Fig. 1: run 1, register map, names as in the netlist
Other sequential cells in the stronger grey, the rest of the logic in the fainter grey.
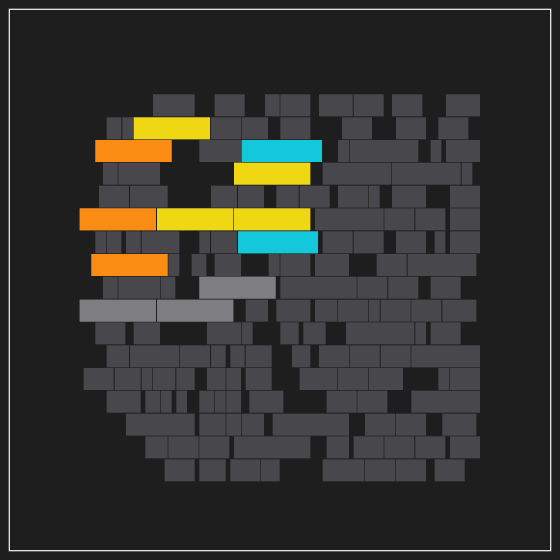
Fig. 2: run 1, clock distribution
Scale bar: 20 µm.
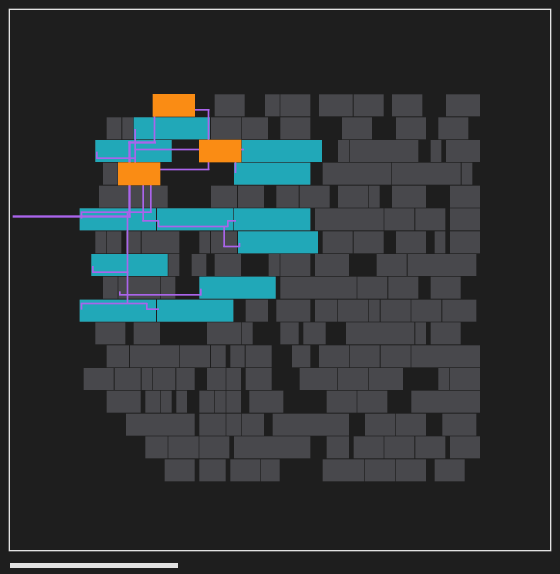
Fig. 3: run 1, drive-strength map
Scale bar: 20 µm.
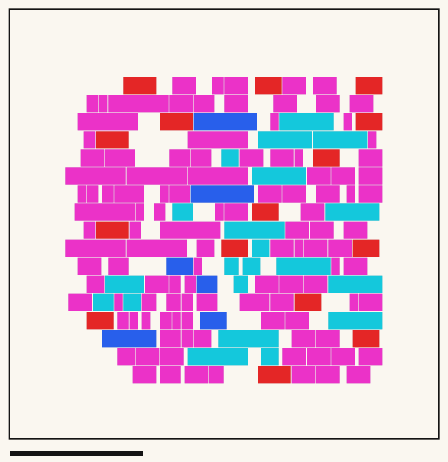
Fig. 4: run 1, gate-type map
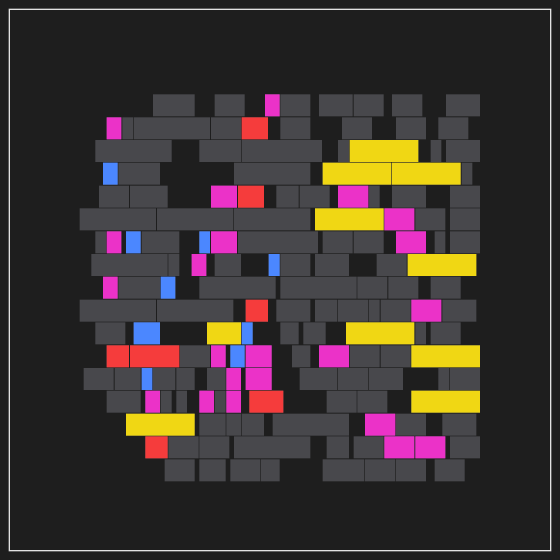
[src/rtl/mux_rr_arbiter.sv]
// Round-robin owner of the 4:1 data mux: grants one requester for bursts of up to MAX_BURST beats.
// Latency: gnt/sel/busy one edge after req is seen in IDLE; out_valid and y are combinational.
// Backpressure: out_ready low freezes the beat count and the grant, with no timeout.
module mux_rr_arbiter #(
    parameter int WIDTH     = 8,
    parameter int MAX_BURST = 4
) (
    input  logic             clk,
    input  logic             rst,
    input  logic [3:0]       req,
    input  logic [WIDTH-1:0] a,
    input  logic [WIDTH-1:0] b,
    input  logic [WIDTH-1:0] c,
    input  logic [WIDTH-1:0] d,
    output logic [3:0]       gnt,
    output logic [1:0]       sel,
    output logic [WIDTH-1:0] y,
    output logic             out_valid,
    input  logic             out_ready,
    output logic             busy
);

    localparam int CW = $clog2(MAX_BURST + 1);

    typedef enum logic {IDLE, GRANT} state_t;

    state_t          state_q, state_d;
    logic [1:0]      ptr_q;
    logic [1:0]      sel_q;
    logic [3:0]      gnt_q;
    logic [CW-1:0]   cnt_q;

    logic [1:0]      pick_idx;
    logic [1:0]      cand;
    logic            found;
    logic            xfer;
    logic            last_beat;
    logic            release_gnt;

    // First set request bit, scanning upward from the priority pointer.
    always_comb begin
        pick_idx = ptr_q;
        cand     = ptr_q;
        found    = 1'b0;
        for (int i = 0; i < 4; i++) begin
            cand = ptr_q + 2'(i);
            if (!found && req[cand]) begin
                pick_idx = cand;
                found    = 1'b1;
            end
        end
    end

    assign xfer        = (state_q == GRANT) && req[sel_q] && out_ready;
    assign last_beat   = xfer && (cnt_q == CW'(MAX_BURST - 1));
    assign release_gnt = (state_q == GRANT) && (!req[sel_q] || last_beat);

    always_ff @(posedge clk or posedge rst) begin
        if (rst) begin
            state_q <= IDLE;
        end else begin
            state_q <= state_d;
        end
    end

    always_comb begin
        state_d = state_q;
        case (state_q)
            IDLE:    if (found)       state_d = GRANT;
            GRANT:   if (release_gnt) state_d = IDLE;
            default:                  state_d = IDLE;
        endcase
    end

    // A requester drop and a final-beat release coincide as a single release.
    always_ff @(posedge clk or posedge rst) begin
        if (rst) begin
            ptr_q <= 2'd0;
            sel_q <= 2'd0;
            gnt_q <= 4'b0000;
            cnt_q <= '0;
        end else if (state_q == IDLE) begin
            if (found) begin
                sel_q <= pick_idx;
                gnt_q <= 4'b0001 << pick_idx;
                cnt_q <= '0;
            end
        end else if (release_gnt) begin
            gnt_q <= 4'b0000;
            ptr_q <= sel_q + 2'd1;
        end else if (xfer) begin
            cnt_q <= cnt_q + CW'(1);
        end
    end

    always_comb begin
        busy      = (state_q == GRANT);
        out_valid = (state_q == GRANT) && req[sel_q];
        gnt       = gnt_q;
        sel       = sel_q;
        case (sel_q)
            2'd0:    y = a;
            2'd1:    y = b;
            2'd2:    y = c;
            default: y = d;
        endcase
    end

endmodule

[config.mk]
export PLATFORM = sky130hd
export DESIGN_NAME = mux_rr_arbiter
export DESIGN_NICKNAME = d
export VERILOG_FILES = /design/src/rtl/mux_rr_arbiter.sv
export SDC_FILE = /design/constraint.sdc
export NUM_CORES = 1
export LEC_CHECK = 0
export CAP_MARGIN = 20
export CORE_MARGIN = 8
export CORE_UTILIZATION = 38
export CTS_BUF_LIST = sky130_fd_sc_hd__clkbuf_8
export DETAILED_ROUTE_END_ITERATION = 10
export GPL_TIMING_DRIVEN = 0
export PLACE_DENSITY = 0.86
export SLEW_MARGIN = 20
export SYNTH_ARGS = -nofsm -noshare
export SYNTH_HDL_FRONTEND = slang
export SYNTH_SLANG_ARGS = --single-unit
[constraint.sdc]
create_clock -name clk -period 2.05 [get_ports clk]
set_clock_uncertainty 0.05 [all_clocks]
set_input_delay 0.3075 -clock clk [delete_from_list [all_inputs] [get_ports clk]]
set_output_delay 0.3075 -clock clk [all_outputs]
set_load 0.05 [all_outputs]
==> GITHUB_STEP_SUMMARY, run 1 <==
### Flow metrics

| Metric | Value |
|---|---|
| Setup-failing EPs final | `9` |
| Critical path's top delay family | `AND-OR/OR-AND gates` |
| Final worst slack | `-0.0600 ns` |
| Synth flops | `12` |
| Post-DP Area | `1570 µm²` |
| Worst R2R Path Depth | `7` |
| Comb/total area | `38.6%` |
| FF-to-FF Start | `sel[0]` |
| CP bufs+invs | `2` |
| Layout non-clock buf frac | `35.4%` |
| Worst Hold Class | `in -> async` |
| Total iterations of the first detailed-routing run | `4` |
| Overall routing resource usage | `16.4%` |
| Mean area per synthesized cell | `9.48 µm²` |
| Comb pwr | `2.30 mW` |
| Failing checks | `setup timing` |
| Antenna-violating nets left | `0` |
| CTS Buf Count | `3` |
| Die W | `64.4 µm` |
| PostCTS Resize Cnt | `75` |
| Worst hold slack | `0.327 ns` |
| Layout fillers | `154` |
| Max stage delay cell, worst path | `a222oi_1` |
| CTS root buffer | `clkbuf_8` |
| Pre-CTS WS | `-0.603 ns` |
| Final worst path period need | `2.11 ns` |
| Routability Congestion | `0.842` |
| Die area | `4150 µm²` |
| Status | `complete, but fails checks` |
| Metal1 wirelength | `1320 µm` |
| WP data arrival | `1.75 ns` |
| Met3 usage | `6.53%` |
| Pwr Density | `1750 nW/µm²` |
| Sequential share of power | `15.6%` |
| Drt initial violations | `84` |
| Synth Flop Type | `dfrtp_1` |
| Worst-path cell chain | `inv_4 > ha_4 > a222oi_1 > mux2i_4 > buf_6` |
-- Fig. 1 (at the start) --
legend:
  sel:
    colour: cyan
    flops: 2
  gnt:
    colour: yellow
    flops: 4
  cnt_q:
    colour: orange
    flops: 3
not coloured: 3
final core occ: 78.3%
flop share of the area: 17.5%
sequential power: 0.472 mW
register area: 303 µm²

-- Fig. 2 (at the start) --
legend:
  flip-flops:
    colour: cyan
    count: 12
  clock wires:
    colour: purple
    length: 150 µm
  clock-net drivers:
    colour: orange
    count: 3
routed clock nets: 4
clk_lat worst skew: 0.24 ns
Clk pwr share: 8.4%

-- Fig. 3 (at the start) --
legend:
  x2:
    colour: blue
    cells: 6
    share: 3.9%
  x1 and smaller:
    colour: magenta
    cells: 113
    share: 73%
  x3 and x4:
    colour: cyan
    cells: 21
    share: 14%
  x6 and larger:
    colour: red
    cells: 15
    share: 9.7%
area grow syn2layout: 94.4%
design area: 1730 µm²
final worst slack: -0.0600 ns

-- Fig. 4 (at the start) --
legend:
  aoi and oai cells:
    colour: magenta
    cells: 22
    most_used: a222oi_1
  non-inverting ao/oa cells:
    colour: red
    cells: 7
    most_used: a21o_1
  nand cells:
    colour: blue
    cells: 9
  mux cells:
    colour: yellow
    cells: 10
    most_used: mux2i_4
most frequent logic cell in the layout: clkdlybuf4s50_1
Post-Layout Cell Count: 183

==> run 1 -> run 2 <==
--- a/config.mk
+++ b/config.mk
@@ -12,6 +12,7 @@
 export DETAILED_ROUTE_END_ITERATION = 10
 export GPL_TIMING_DRIVEN = 0
 export PLACE_DENSITY = 0.86
+export RECOVER_POWER = 25
 export SLEW_MARGIN = 20
 export SYNTH_ARGS = -nofsm -noshare
 export SYNTH_HDL_FRONTEND = slang
==> run 2 against run 1 <==
The flow still finishes with violations (setup timing); worst hold slack better by 0.12 ns; synthesized cell count stayed put; sequential power hardly changed; sequential share of layout area stayed put; register-to-register slack hardly changed; largest cell class unchanged; global-route usage stayed put; count of clock-buffer cells in the layout stayed put; combinational power hardly changed; non-clock buffer count stayed put; clock power hardly changed; power hardly changed.
==> GITHUB_STEP_SUMMARY, run 2 <==
### Flow metrics

| Metric | Value |
|---|---|
| Clk_lat worst skew | `0.24 ns (about the same)` |
| Synth Flop Type | `dfrtp_1` |
| Total iterations of the first detailed-routing run | `4 (unchanged)` |
| Main kind of combinational logic by area | `AND-OR/OR-AND gates` |
| Routability Congestion | `0.842 (unchanged)` |
| Syn nets | `139` |
| Critical path's top delay family | `AND-OR/OR-AND gates` |
| RSZ-0062 raised after global routing | `yes` |
| Sequential-to-total area share from yosys stat | `33.7%` |
| Int Pwr | `1.52 mW` |
| Number of port buffers | `54` |
| Post-Layout Cell Count | `183 (unchanged)` |
| Post-DP Area | `1570 µm² (unchanged)` |
| Pwr Density | `1750 nW/µm² (about the same)` |
| Layout fillers | `154 (unchanged)` |
| Largest class | `logic gates` |
| Post-CTS setup buffer count | `4` |
| Clk pwr share | `8.4% (about the same)` |
| Synth flops | `12 (unchanged)` |
| Pre-CTS WS | `-0.603 ns (unchanged)` |
| CP bufs+invs | `2 (unchanged)` |
| Peak per-stage delay on the critical path | `0.52 ns` |
| Worst Setup End Kind | `primary output` |
| Logic area | `668 µm²` |
| Max stage delay cell, worst path | `a222oi_1` |
| CTS Buf Count | `3 (unchanged)` |
| Register area | `303 µm² (unchanged)` |
| Bufs w/o clock | `61` |
| Layout non-clock buf frac | `35.4% (unchanged)` |
| Cell Type Count | `28` |
| Drt initial violations | `84 (unchanged)` |
| Mean area per synthesized cell | `9.48 µm² (unchanged)` |
| Comb pwr | `2.30 mW (about the same)` |
| Routed WL | `3360 µm` |
| # diodes | `0` |
| Die W | `64.4 µm (unchanged)` |
| Area grow syn2layout | `94.4% (unchanged)` |
| Setup-failing EPs final | `9 (unchanged)` |
| CTS root buffer | `clkbuf_8` |
| Yosys warnings | `0` |
| Sequential share of power | `15.6% (about the same)` |
| Global-route wire length before repair | `5540 µm` |
| Final worst path period need | `2.11 ns (unchanged)` |
| PostCTS Resize Cnt | `75 (unchanged)` |
| Failing checks | `setup timing` |
| Worst Hold Class | `reg -> reg` |
| Flop share of the area | `17.5% (unchanged)` |
| Die Ht | `64.4 µm` |
| Overall routing resource usage | `16.4% (unchanged)` |
| Tapcell Cnt | `28` |
| Comb/total area | `38.6% (unchanged)` |
| Status | `complete, but fails checks` |
| CP Launch Point | `sel[0]` |
| Metal1 wirelength | `1320 µm (unchanged)` |
| FF-to-FF Start | `sel[0]` |
| Worst setup path end | `y[4]` |
| Max_cap viols | `0` |
| Design area | `1730 µm² (unchanged)` |
| Final worst slack | `-0.0600 ns (unchanged)` |
| Yosys cell count | `94` |
| Antenna-violating nets left | `0 (unchanged)` |
| Die area | `4150 µm² (unchanged)` |
| Met3 Routed Length | `404 µm` |
| Worst hold slack | `0.448 ns (+0.121 ns)` |
| Worst-path cell chain | `inv_4 > ha_4 > a222oi_1 > mux2i_4 > buf_6` |
| Final core occ | `78.3% (unchanged)` |
| Largest power group | `combinational logic` |
| Worst r2r dst | `gnt[2]` |
| Met3 usage | `6.53% (unchanged)` |
| Most frequent cells in the layout | `clkdlybuf4s50_1, inv_1, dfrtp_1, buf_6` |
| Cts hold-fix bufs | `0` |
| Worst setup path class | `reg -> out` |
| Most frequent logic cell in the layout | `clkdlybuf4s50_1` |
| Actual slew at the worst max-slew pin | `0.503 ns` |
| Fraction of layout cells with a size suffix above 1 | `27.1%` |
| WP data arrival | `1.75 ns (about the same)` |
| Routed len/inst | `18.3 µm` |
| Worst R2R Path Depth | `7 (unchanged)` |
| Sequential power | `0.472 mW (about the same)` |
| Global routing usage on met1 | `18.4%` |
| Req. time, crit path | `1.69 ns` |
| Netlist Area Pre-Place | `891 µm²` |
Fig. 5: run 2, the clock network
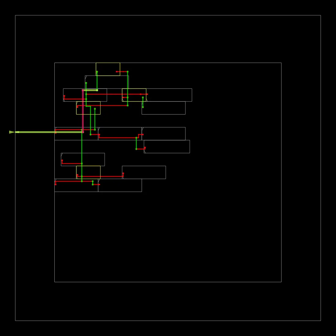
clkbuf count: 4
Clk. pwr: 0.254 mW
CTS Sinks: 12

Fig. 6: run 2, clock distribution
Scale bar: 20 µm.
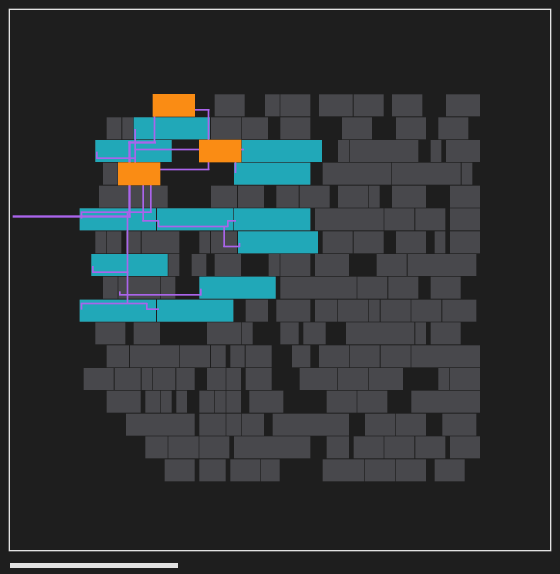
legend:
  clock wires:
    colour: purple
    length: 150 µm
  flip-flops:
    colour: cyan
    count: 12
  clock-net drivers:
    colour: orange
    count: 3
routed clock nets: 4

==> run 2 -> run 3 <==
--- a/config.mk
+++ b/config.mk
@@ -5,13 +5,13 @@
 export SDC_FILE = /design/constraint.sdc
 export NUM_CORES = 1
 export LEC_CHECK = 0
-export CAP_MARGIN = 20
+export CAP_MARGIN = 30
 export CORE_MARGIN = 8
-export CORE_UTILIZATION = 38
+export CORE_UTILIZATION = 34
 export CTS_BUF_LIST = sky130_fd_sc_hd__clkbuf_8
 export DETAILED_ROUTE_END_ITERATION = 10
 export GPL_TIMING_DRIVEN = 0
-export PLACE_DENSITY = 0.86
+export PLACE_DENSITY = 0.82
 export RECOVER_POWER = 25
 export SLEW_MARGIN = 20
 export SYNTH_ARGS = -nofsm -noshare
==> constraint.sdc (replaced) <==
create_clock -name clk -period 1.8 [get_ports clk]
set_clock_uncertainty 0.05 [all_clocks]
set_input_delay 0.27 -clock clk [delete_from_list [all_inputs] [get_ports clk]]
set_output_delay 0.27 -clock clk [all_outputs]
set_load 0.05 [all_outputs]
==> run 3 against run 2 <==
The flow still finishes with violations (setup timing); critical path depth fell by 1; design area fell by 0.79%; non-clock buffer count stayed put; worst setup slack worse by 0.17 ns; first-iteration DRC count grew 43%; critical endpoint is now out_valid; flip-flop count did not move; synthesized area stayed put; routed wire length down 2.5%; largest cell class unchanged.
==> GITHUB_STEP_SUMMARY, run 3 <==
### Flow metrics

| Metric | Value |
|---|---|
| CTS Buf Count | `3 (unchanged)` |
| Metal1 wirelength | `1340 µm (+1.9%)` |
| WP data arrival | `1.71 ns (-0.04 ns)` |
| Vias per inst | `5.48` |
| Overall routing resource usage | `14.3% (-2.1 points)` |
| Worst Setup End Kind | `primary output` |
| Main kind of combinational logic by area | `AND-OR/OR-AND gates` |
| Number of port buffers | `54 (unchanged)` |
| Number of global-route vias before repair | `1102` |
| Largest power group | `combinational logic` |
| Clk_lat worst skew | `0.24 ns (about the same)` |
| Layout fillers | `194 (+26%)` |
| DP HPWL | `2640 µm` |
| Sequential share of power | `15.8% (+0.2 points)` |
| Worst setup path class | `reg -> out` |
| Final worst path period need | `2.03 ns` |
| Comb pwr | `2.55 mW (+11%)` |
| Final worst slack | `-0.227 ns (-0.167 ns)` |
| Worst Hold Class | `in -> async` |
| Total iterations of the first detailed-routing run | `4 (unchanged)` |
| CTS Sinks | `12 (unchanged)` |
| Layout non-clock buf frac | `35.1% (-0.30 points)` |
| Die W | `67.2 µm (+4.3%)` |
| Cts hold-fix bufs | `0 (unchanged)` |
| Design area | `1720 µm² (-0.79%)` |
| Fraction of layout cells with a size suffix above 1 | `26.5% (-0.65 points)` |
| Met3 Routed Length | `441 µm (+9.2%)` |
| Max_cap viols | `0 (unchanged)` |
| Post-synth EDFFs | `0` |
| Req. time, crit path | `1.48 ns (-0.21 ns)` |
| Status | `complete, but fails checks` |
| Die Ht | `67.2 µm (+4.3%)` |
| Worst r2r dst | `gnt[3]` |
| Final core occ | `69.3% (-8.9 points)` |
| PostCTS Resize Cnt | `72 (-4.0%)` |
| Pre-CTS WS | `-0.703 ns (-0.0998 ns)` |
| Failing checks | `setup timing` |
| Worst hold slack | `0.425 ns (-0.0227 ns)` |
| RSZ-0062 raised after global routing | `yes` |
| Worst R2R Path Depth | `6 (-1)` |
| Yosys warnings | `0 (unchanged)` |
| Global-route wire length before repair | `5040 µm (-9.1%)` |
| CP Launch Point | `sel[0]` |
| Largest class | `logic gates` |
| Netlist Area Pre-Place | `891 µm² (unchanged)` |
| Actual slew at the worst max-slew pin | `0.502 ns (-0.000315 ns)` |
| Critical path's top delay family | `multiplexers` |
| Global routing usage on met1 | `16.7% (-1.7 points)` |
| Routed WL | `3270 µm (-2.5%)` |
| Critical path depth | `4` |
| FF-to-FF Start | `sel[0]` |
| Die area | `4510 µm² (+8.8%)` |
| Cell Type Count | `28 (unchanged)` |
| CTS root buffer | `clkbuf_8` |
| Bufs w/o clock | `61 (unchanged)` |
| Sequential power | `0.535 mW (+13%)` |
| Yosys cell count | `94 (unchanged)` |
| Max stage delay cell, worst path | `mux4_2` |
| Pwr Density | `1970 nW/µm² (+13%)` |
| Flop share of the area | `17.6% (+0.14 points)` |
| Drt initial violations | `120 (+43%)` |
| Area grow syn2layout | `92.8%` |
| Post-DP Area | `1590 µm² (+1.4%)` |
| Peak per-stage delay on the critical path | `0.52 ns (about the same)` |
| Flop count | `12` |
| Int Pwr | `1.69 mW (+11%)` |
| Routed len/inst | `17.7 µm (-3.6%)` |
| Antenna-violating nets left | `0 (unchanged)` |
| CP bufs+invs | `2 (unchanged)` |
| Register area | `303 µm² (unchanged)` |
| # diodes | `0 (unchanged)` |
| Worst setup path end | `out_valid` |
| Tapcell Cnt | `30 (+7.1%)` |
| Met3 usage | `3.48% (-3.1 points)` |
| Most frequent logic cell in the layout | `clkdlybuf4s50_1` |
| Worst-path cell chain | `buf_4 > mux4_2 > and2_4 > buf_4` |
| Synth flops | `12 (unchanged)` |
| Setup-failing EPs final | `14 (+5)` |
| Logic area | `662 µm² (-0.94%)` |
| Mean area per synthesized cell | `9.48 µm² (unchanged)` |
| Clkbuf count | `4 (unchanged)` |
| Syn nets | `139 (unchanged)` |
Fig. 7: run 3, gate-type map
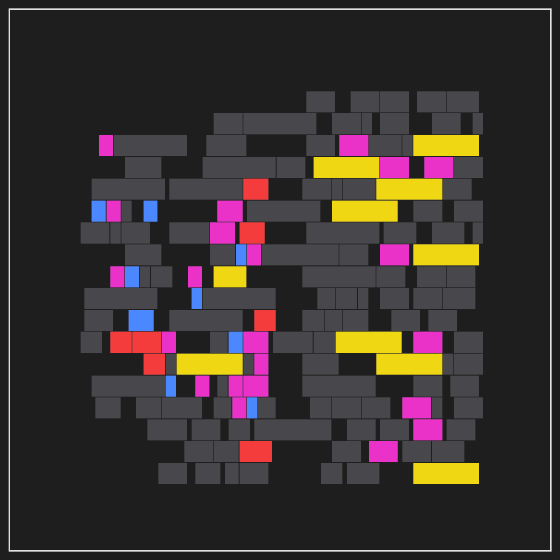
legend:
  nand cells:
    colour: blue
    cells: 9
  non-inverting ao/oa cells:
    colour: red
    cells: 7
    most_used: a21o_1
  aoi and oai cells:
    colour: magenta
    cells: 22
    most_used: a222oi_1
  mux cells:
    colour: yellow
    cells: 10
    most_used: mux2i_4
Comb/total area: 38.5%
Post-Layout Cell Count: 185

Fig. 8: run 3, clock distribution
Scale bar: 20 µm.
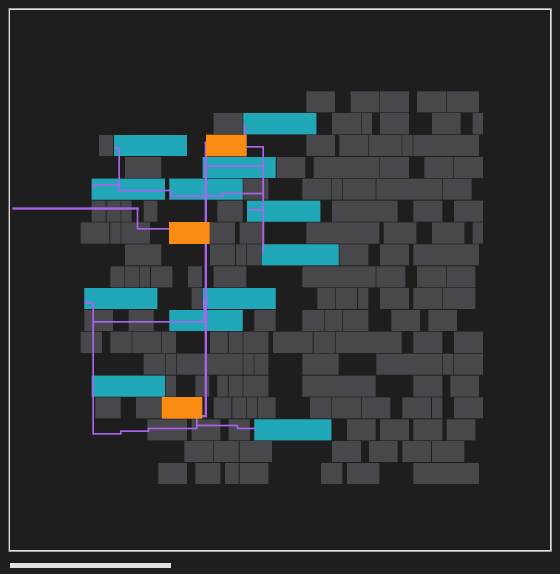
legend:
  clock-net drivers:
    colour: orange
    count: 3
  clock wires:
    colour: purple
    length: 178 µm
  flip-flops:
    colour: cyan
    count: 12
routed clock nets: 4
Clk. pwr: 0.296 mW
Clk pwr share: 8.8%

Power figures rest on the tool's default switching activity, not on a simulated workload.
